## src/rtl/apb_cmd_arbiter_if.sv

```systemverilog
// apb_cmd_arbiter_if: requester-side and apb_master-side bundle of the arbiter.
// slave modport = arbiter view; master modport = clients + apb_master view.
//   i_req_cmd/i_req_valid/i_req_lock : N requester commands, valids, locks
//   o_req_ready/o_req_resp           : completion pulse and broadcast response
//   o_grant/o_busy                   : current one-hot grant, transfer in flight
//   o_m_cmd/o_m_valid                : command toward apb_master
//   i_m_ready/i_m_resp               : completion and response from apb_master
interface apb_cmd_arbiter_if #(
    parameter int N  = 4,
    parameter int DW = 32,
    parameter int AW = 8
);
    localparam int SW = 4;
    localparam int CW = 1 + SW + DW + AW;
    localparam int RW = 1 + DW;

    logic [N*CW-1:0] i_req_cmd;
    logic [N-1:0]    i_req_valid;
    logic [N-1:0]    i_req_lock;
    logic [N-1:0]    o_req_ready;
    logic [RW-1:0]   o_req_resp;
    logic [N-1:0]    o_grant;
    logic            o_busy;
    logic [CW-1:0]   o_m_cmd;
    logic            o_m_valid;
    logic            i_m_ready;
    logic [RW-1:0]   i_m_resp;

    modport slave (
        input  i_req_cmd,
        input  i_req_valid,
        input  i_req_lock,
        output o_req_ready,
        output o_req_resp,
        output o_grant,
        output o_busy,
        output o_m_cmd,
        output o_m_valid,
        input  i_m_ready,
        input  i_m_resp
    );

    modport master (
        output i_req_cmd,
        output i_req_valid,
        output i_req_lock,
        input  o_req_ready,
        input  o_req_resp,
        input  o_grant,
        input  o_busy,
        input  o_m_cmd,
        input  o_m_valid,
        output i_m_ready,
        output i_m_resp
    );
endinterface

```

## src/rtl/apb_cmd_arbiter.sv

```systemverilog
// apb_cmd_arbiter: round-robin sharing of one apb_master among N requesters.
// Ports: i_clk, i_reset_n (sync, active-low), bus (apb_cmd_arbiter_if.slave).
//   One transfer at a time; the winning command is latched and held to the
//   master until i_m_ready, then a ready pulse goes back to the winner.
module apb_cmd_arbiter #(
    parameter int N  = 4,
    parameter int DW = 32,
    parameter int AW = 8
) (
    input  logic             i_clk,
    input  logic             i_reset_n,
    apb_cmd_arbiter_if.slave bus
);
    localparam int SW = 4;
    localparam int CW = 1 + SW + DW + AW;
    localparam int IW = $clog2(N);

    typedef enum logic {
        IDLE  = 1'b0,
        GRANT = 1'b1
    } state_t;

    state_t        r_state;
    logic [N-1:0]  r_grant;
    logic [IW-1:0] r_gidx;
    logic [IW-1:0] r_rr_ptr;
    logic [CW-1:0] r_cmd;
    logic          r_m_valid;
    logic          r_busy;

    logic          w_found;
    logic [IW-1:0] w_win;
    logic [CW-1:0] w_cmd;
    logic [N-1:0]  w_onehot;
    logic [IW-1:0] w_next;
    logic          w_done;

    // Scan rr_ptr, rr_ptr+1, ... mod N; first valid requester wins.
    always_comb begin
        w_found = 1'b0;
        w_win   = '0;
        for (int i = 0; i < N; i++) begin
            if (!w_found &&
                bus.i_req_valid[IW'((int'(r_rr_ptr) + i) % N)]) begin
                w_found = 1'b1;
                w_win   = IW'((int'(r_rr_ptr) + i) % N);
            end
        end
    end

    always_comb begin
        w_cmd = '0;
        for (int k = 0; k < N; k++) begin
            if (w_win == IW'(k)) begin
                w_cmd = bus.i_req_cmd[k*CW +: CW];
            end
        end
    end

    assign w_onehot = N'(1) << w_win;

    // Explicit wrap so non-power-of-2 N never reaches an unused index.
    assign w_next = (r_gidx == IW'(N - 1)) ? '0 : r_gidx + 1'b1;

    // A reset cycle never produces a completion pulse.
    assign w_done = (r_state == GRANT) && bus.i_m_ready && i_reset_n;

    assign bus.o_req_ready = w_done ? r_grant : '0;
    assign bus.o_req_resp  = bus.i_m_resp;
    assign bus.o_grant     = r_grant;
    assign bus.o_busy      = r_busy;
    assign bus.o_m_cmd     = r_cmd;
    assign bus.o_m_valid   = r_m_valid;

    always_ff @(posedge i_clk) begin
        if (!i_reset_n) begin
            r_state   <= IDLE;
            r_grant   <= '0;
            r_gidx    <= '0;
            r_rr_ptr  <= '0;
            r_cmd     <= '0;
            r_m_valid <= 1'b0;
            r_busy    <= 1'b0;
        end else begin
            unique case (r_state)
                IDLE: begin
                    if (w_found) begin
                        r_state   <= GRANT;
                        r_grant   <= w_onehot;
                        r_gidx    <= w_win;
                        r_cmd     <= w_cmd;
                        r_m_valid <= 1'b1;
                        r_busy    <= 1'b1;
                    end
                end
                GRANT: begin
                    if (bus.i_m_ready) begin
                        r_state   <= IDLE;
                        r_grant   <= '0;
                        r_m_valid <= 1'b0;
                        r_busy    <= 1'b0;
                        // Lock keeps the holder first in the next scan.
                        r_rr_ptr  <= bus.i_req_lock[r_gidx] ? r_gidx : w_next;
                    end
                end
                default: r_state <= IDLE;
            endcase
        end
    end
endmodule

```

## src/flat_wrapper.sv

```systemverilog
// flat-port wrapper written by rule: the top's interface ports become plain ports
module apb_cmd_arbiter_flat 
#(
    parameter int N  = 4,
    parameter int DW = 32,
    parameter int AW = 8
)
  (i_clk, i_reset_n, bus_i_req_cmd, bus_i_req_valid, bus_i_req_lock, bus_o_req_ready, bus_o_req_resp, bus_o_grant, bus_o_busy, bus_o_m_cmd, bus_o_m_valid, bus_i_m_ready, bus_i_m_resp);
  apb_cmd_arbiter_if #(.N(N), .DW(DW), .AW(AW)) bus_i ();
  input  logic i_clk;
  input  logic i_reset_n;
  input wire logic [$bits(bus_i.i_req_cmd)-1:0] bus_i_req_cmd;
  input wire logic [$bits(bus_i.i_req_valid)-1:0] bus_i_req_valid;
  input wire logic [$bits(bus_i.i_req_lock)-1:0] bus_i_req_lock;
  output wire logic [$bits(bus_i.o_req_ready)-1:0] bus_o_req_ready;
  output wire logic [$bits(bus_i.o_req_resp)-1:0] bus_o_req_resp;
  output wire logic [$bits(bus_i.o_grant)-1:0] bus_o_grant;
  output wire logic [$bits(bus_i.o_busy)-1:0] bus_o_busy;
  output wire logic [$bits(bus_i.o_m_cmd)-1:0] bus_o_m_cmd;
  output wire logic [$bits(bus_i.o_m_valid)-1:0] bus_o_m_valid;
  input wire logic [$bits(bus_i.i_m_ready)-1:0] bus_i_m_ready;
  input wire logic [$bits(bus_i.i_m_resp)-1:0] bus_i_m_resp;
  assign bus_i.i_req_cmd = bus_i_req_cmd;
  assign bus_i.i_req_valid = bus_i_req_valid;
  assign bus_i.i_req_lock = bus_i_req_lock;
  assign bus_o_req_ready = bus_i.o_req_ready;
  assign bus_o_req_resp = bus_i.o_req_resp;
  assign bus_o_grant = bus_i.o_grant;
  assign bus_o_busy = bus_i.o_busy;
  assign bus_o_m_cmd = bus_i.o_m_cmd;
  assign bus_o_m_valid = bus_i.o_m_valid;
  assign bus_i.i_m_ready = bus_i_m_ready;
  assign bus_i.i_m_resp = bus_i_m_resp;
  apb_cmd_arbiter #(.N(N), .DW(DW), .AW(AW)) u_core (.i_clk(i_clk), .i_reset_n(i_reset_n), .bus(bus_i));
endmodule
```

## config.mk

```make
export PLATFORM = sky130hd
export DESIGN_NAME = apb_cmd_arbiter_flat
export DESIGN_NICKNAME = d
export VERILOG_FILES = /design/src/rtl/apb_cmd_arbiter_if.sv /design/src/rtl/apb_cmd_arbiter.sv /design/src/flat_wrapper.sv
export SDC_FILE = /design/constraint.sdc
export NUM_CORES = 1
export LEC_CHECK = 0
export ABC_CLOCK_PERIOD_IN_PS = 6200
export CORE_ASPECT_RATIO = 1.1
export CORE_MARGIN = 5
export CORE_UTILIZATION = 25
export CTS_BUF_LIST = sky130_fd_sc_hd__clkbuf_2 sky130_fd_sc_hd__clkbuf_4 sky130_fd_sc_hd__clkbuf_8
export CTS_CLUSTER_DIAMETER = 120
export CTS_CLUSTER_SIZE = 30
export DETAILED_ROUTE_END_ITERATION = 10
export PLACE_DENSITY = 0.66
export SLEW_MARGIN = 30
export SYNTH_ARGS = -nofsm -noshare
export SYNTH_HDL_FRONTEND = slang
export SYNTH_SLANG_ARGS = --single-unit
```

## constraint.sdc

```tcl
create_clock -name i_clk -period 6.2 [get_ports i_clk]
set_clock_uncertainty 0.15 [all_clocks]
set_input_delay 1.24 -clock i_clk [delete_from_list [all_inputs] [get_ports i_clk]]
set_output_delay 1.24 -clock i_clk [all_outputs]
set_load 0.005 [all_outputs]
```

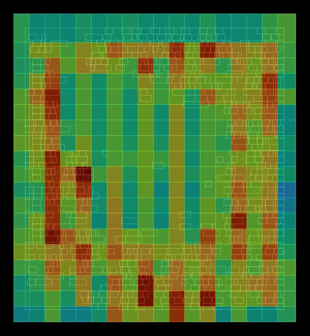
Figure 1: routing congestion map.
GRT Util Overall: 0.173
wire length per cell: 19.5 µm

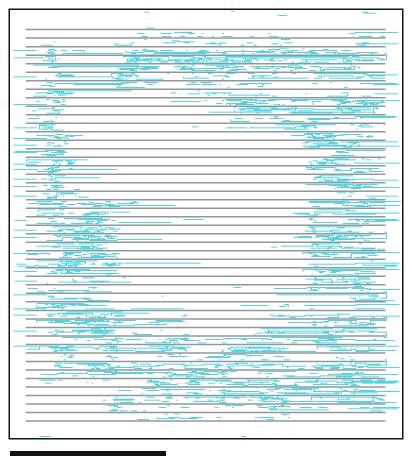
Figure 2: M1 wires.
Scale bar: 50 µm. Supply wires on this layer in grey.
- longest straight run: 59.3 µm
- wire length on this layer: 6400 µm
- main direction: horizontal
- nets with wire on the layer: 729
- share of all routed wire: 40%

==> impl_metrics.py <==
# Auto-generated metrics
metrics = {
    "pwr": {
        "irDropWorstVdd_uv": 94.4,
        "total_power_mw": 1.11,
        "powerDensity_nw_per_um2": 183,
        "total_leakage_power_nw": 2.20,
    },
    "clocking": {
        "cts_tree": "yes",
        "clk_pin_slew_worst_paths_ps": 100,
        "ctsResizeCount": 0,
        "numCtsBuffers": 5,
        "clk_latency_ps": 310,
        "postCtsHoldBufs": 0,
        "htree_levels": 2,
        "clk_path_buf_depth": 2,
        "cts.sinks": 55,
        "root_buffer": "clkbuf_8",
        "post_cts_buffers": 0,
    },
    "cells_and_area": {
        "seq_share": 0.182,
        "final_cells": 817,
        "nClkBuffers": 6,
        "syn_to_final_growth_pct": 65.1,
        "design_area_um2": 6040,
        "nFillCells": 1461,
        "largest_cell_class": "non-clock buffers",
        "antennaDiodeCount": 0,
        "nets": 849,
        "num-multi-input-gates": 307,
        "final_layout_size_suffix_gt1_frac": 0.0800,
        "comb-cell-share": 0.342,
        "combGateArea_um2": 2060,
        "post-route-util": 0.420,
        "num-nonclk-inverters": 4,
        "signal_buffers": 251,
        "seq_area_um2": 1100,
        "clkCellAreaFrac": 0.0201,
        "flop-count": 55,
        "nonClkBufAreaFrac": 0.414,
    },
    "hold_path": {
        "whs_path_depth": 2,
        "min_path_type": "flip-flop to flip-flop",
        "holdCritStartpoint": "u_core.bus.o_m_cmd[23]",
        "min_to": "u_core.bus.o_m_cmd[23]",
    },
    "worst_setup_path": {
        "ff2ff_path_depth": 6,
        "path_max_fanout": 25,
        "crit_required_ps": 4810,
        "cp-endpoint": "bus_o_req_ready[1]",
        "critical_path_class": "input pin to output pin",
        "endpoint_kind": "output pin",
        "cp-start-kind": "input pin",
        "r2r-end": "u_core.bus.o_m_cmd[17]",
        "arrival_ps": 3010,
        "crit_top_cell": "clkdlybuf4s50_1",
        "reg2reg_slack_ps": 3560,
        "r2r-start": "u_core.r_rr_ptr[0]",
        "crit_start": "i_reset_n",
        "cp_cell_sequence": "clkdlybuf4s50_1, and3_1, clkdlybuf4s50_1",
        "max_stage_delay_ps": 990,
        "cp_slowest_cell": "clkdlybuf4s50_1",
    },
    "final_timing": {
        "rsz0062_at_grt": "no",
        "fin_crit_ps": 4400,
        "setup_viol": 0,
        "tightest_slew_ps": 904,
        "max_freq_mhz": 227,
        "worst_slack_ps": 1800,
        "timing.slew.headroom": 0.397,
        "setup_tns_ps": 0,
        "whs_ps": 313,
        "drv_slew": 0,
        "hold_violations": 0,
        "period_used_share": 0.710,
    },
    "floorplanning": {
        "fp_util": 0.254,
        "die_w_um": 125,
        "rows": 46,
        "n_tap_cell": 192,
        "io_pins": 312,
        "die_h_um": 137,
        "coreArea_um2": 14400,
        "dieArea_um2": 17100,
    },
    "placement": {
        "place_ws_ps": 1780,
        "dpl.cell_count": 809,
        "place_hpwl_um": 11700,
        "dpl_cell_area_um2": 5920,
        "place.gp.congestion": 0.879,
        "port_buffers": 245,
    },
    "detailed_routing": {
        "drtAntennaViolNets": 0,
        "drt_pass1_iterations": 4,
        "route.detailed.drc": 0,
        "vias": 4294,
        "vias_per_cell": 5.26,
        "drtIter0Drc": 212,
        "wl_um": 15900,
    },
    "yosys": {
        "yosysWarningCount": 0,
        "synthTopCellsByArea": "dfxtp_1 30%, buf_4 7.4%, and3_1 6.8%",
        "async_flop_share": 0,
        "top_area_frac": 0.301,
        "synth_area_um2": 3660,
        "ys_cells": 440,
        "syn_inst": 440,
        "ys_ff": 55,
        "yosys_area_um2": 3660,
        "syn-mean-instance-area_um2": 8.31,
        "edf_count": 0,
        "synth_top_flop_cell": "dfxtp_1",
        "largest_area_cell": "dfxtp_1",
        "ys_types": 44,
        "ys_seq_frac": 0.301,
        "synth_nets": 665,
    },
    "run_status": {
        "status": "finished clean",
    },
    "grt": {
        "grt_first_pass_wirelength_um": 24000,
        "antenna_found_initial": 0,
        "grt_max_degree": 47,
        "overflow": 0,
        "grt_pass1_vias": 4380,
    },
    "flow_run": {
        "maxCapViolCount": 0,
        "openroad.warnings": 26,
    },
}
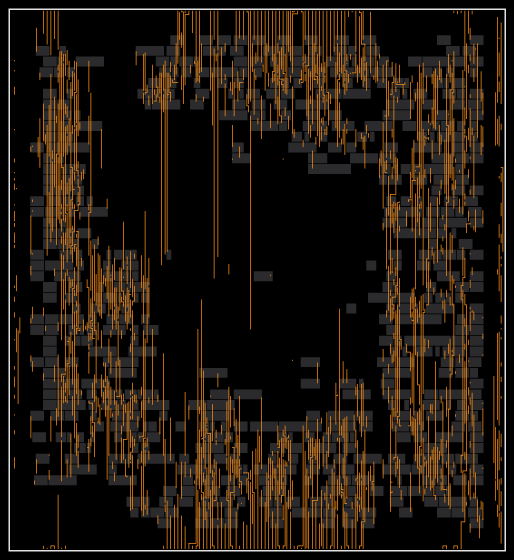
Figure 3: M2 wires.
- longest straight run: 58.1 µm
- share of all routed wire: 49%
- wire length on this layer: 7750 µm
- main direction: vertical
- nets with wire on the layer: 724

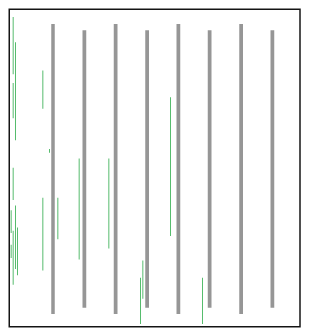
Figure 4: signal wires on met4.
Supply wires on this layer in grey.
- nets with wire on the layer: 18
- share of all routed wire: 2.8%
- longest straight run: 59.8 µm
- wire length on this layer: 445 µm
- main direction: vertical

-- layout by cell type (no fill, tap or decap), drive strengths merged, types with 5 or more instances in the layout --
cell type	netlist	final
clkdlybuf4s50	0	245
dfxtp	55	55
nand2	48	48
and3	40	40
o31ai	38	38
a211oi	38	38
o22ai	36	36
o21ai	22	22
nand3	13	13
a31oi	8	8
a21o	8	8
a21oi	7	7
and2	6	6
a32oi	6	6
clkbuf	23	6
buf	51	6
nor2	6	6
inv	4	5
-- report_power, final --
group	leakage (nW)	internal, mW	switching (mW)
Sequential	0.455	0.393	0.0243
Clock	0.0618	0.133	0.132
Combinational	1.68	0.249	0.175
-- registers in the layout (all words and copies together), names as in the netlist --
register,count
u_core.bus.o_m_valid,1
u_core.r_state,1
u_core.bus.o_grant,4
u_core.r_gidx,2
u_core.r_rr_ptr,2
u_core.bus.o_m_cmd,45
-- cell families after synthesis --
kind of cell	count (synthesis)	synth area share
adders and majority gates	1	0.00342
AOI/OAI and AO/OA	175	0.361
DFF	55	0.301
and+or+nand+nor	128	0.188
muxes	3	0.00821
buffers and inverters	78	0.139
-- synthesized netlist by cell type, drive strengths merged, types with 7 or more instances --
library cell	count
a211oi	38
a21oi	7
nand3	13
o21ai	22
a21o	8
clkbuf	23
buf	51
dfxtp	55
nand2	48
a31oi	8
o31ai	38
and3	40
o22ai	36
-- layer usage --
| metal | track usage | routed length (µm) |
|---|---|---|
| met5 | 0 | 0 |
| met4 | 0.0663 | 445 |
| met3 | 0.0543 | 1330 |
| met2 | 0.299 | 7750 |
| met1 | 0.202 | 6400 |
-- worst max-delay path, delay by kind of cell --
kind	cells	cell delay [ps]
buf+inv	2	1500
simple gates	1	270
No activity file was given, so power comes from the tool's default toggle rates.
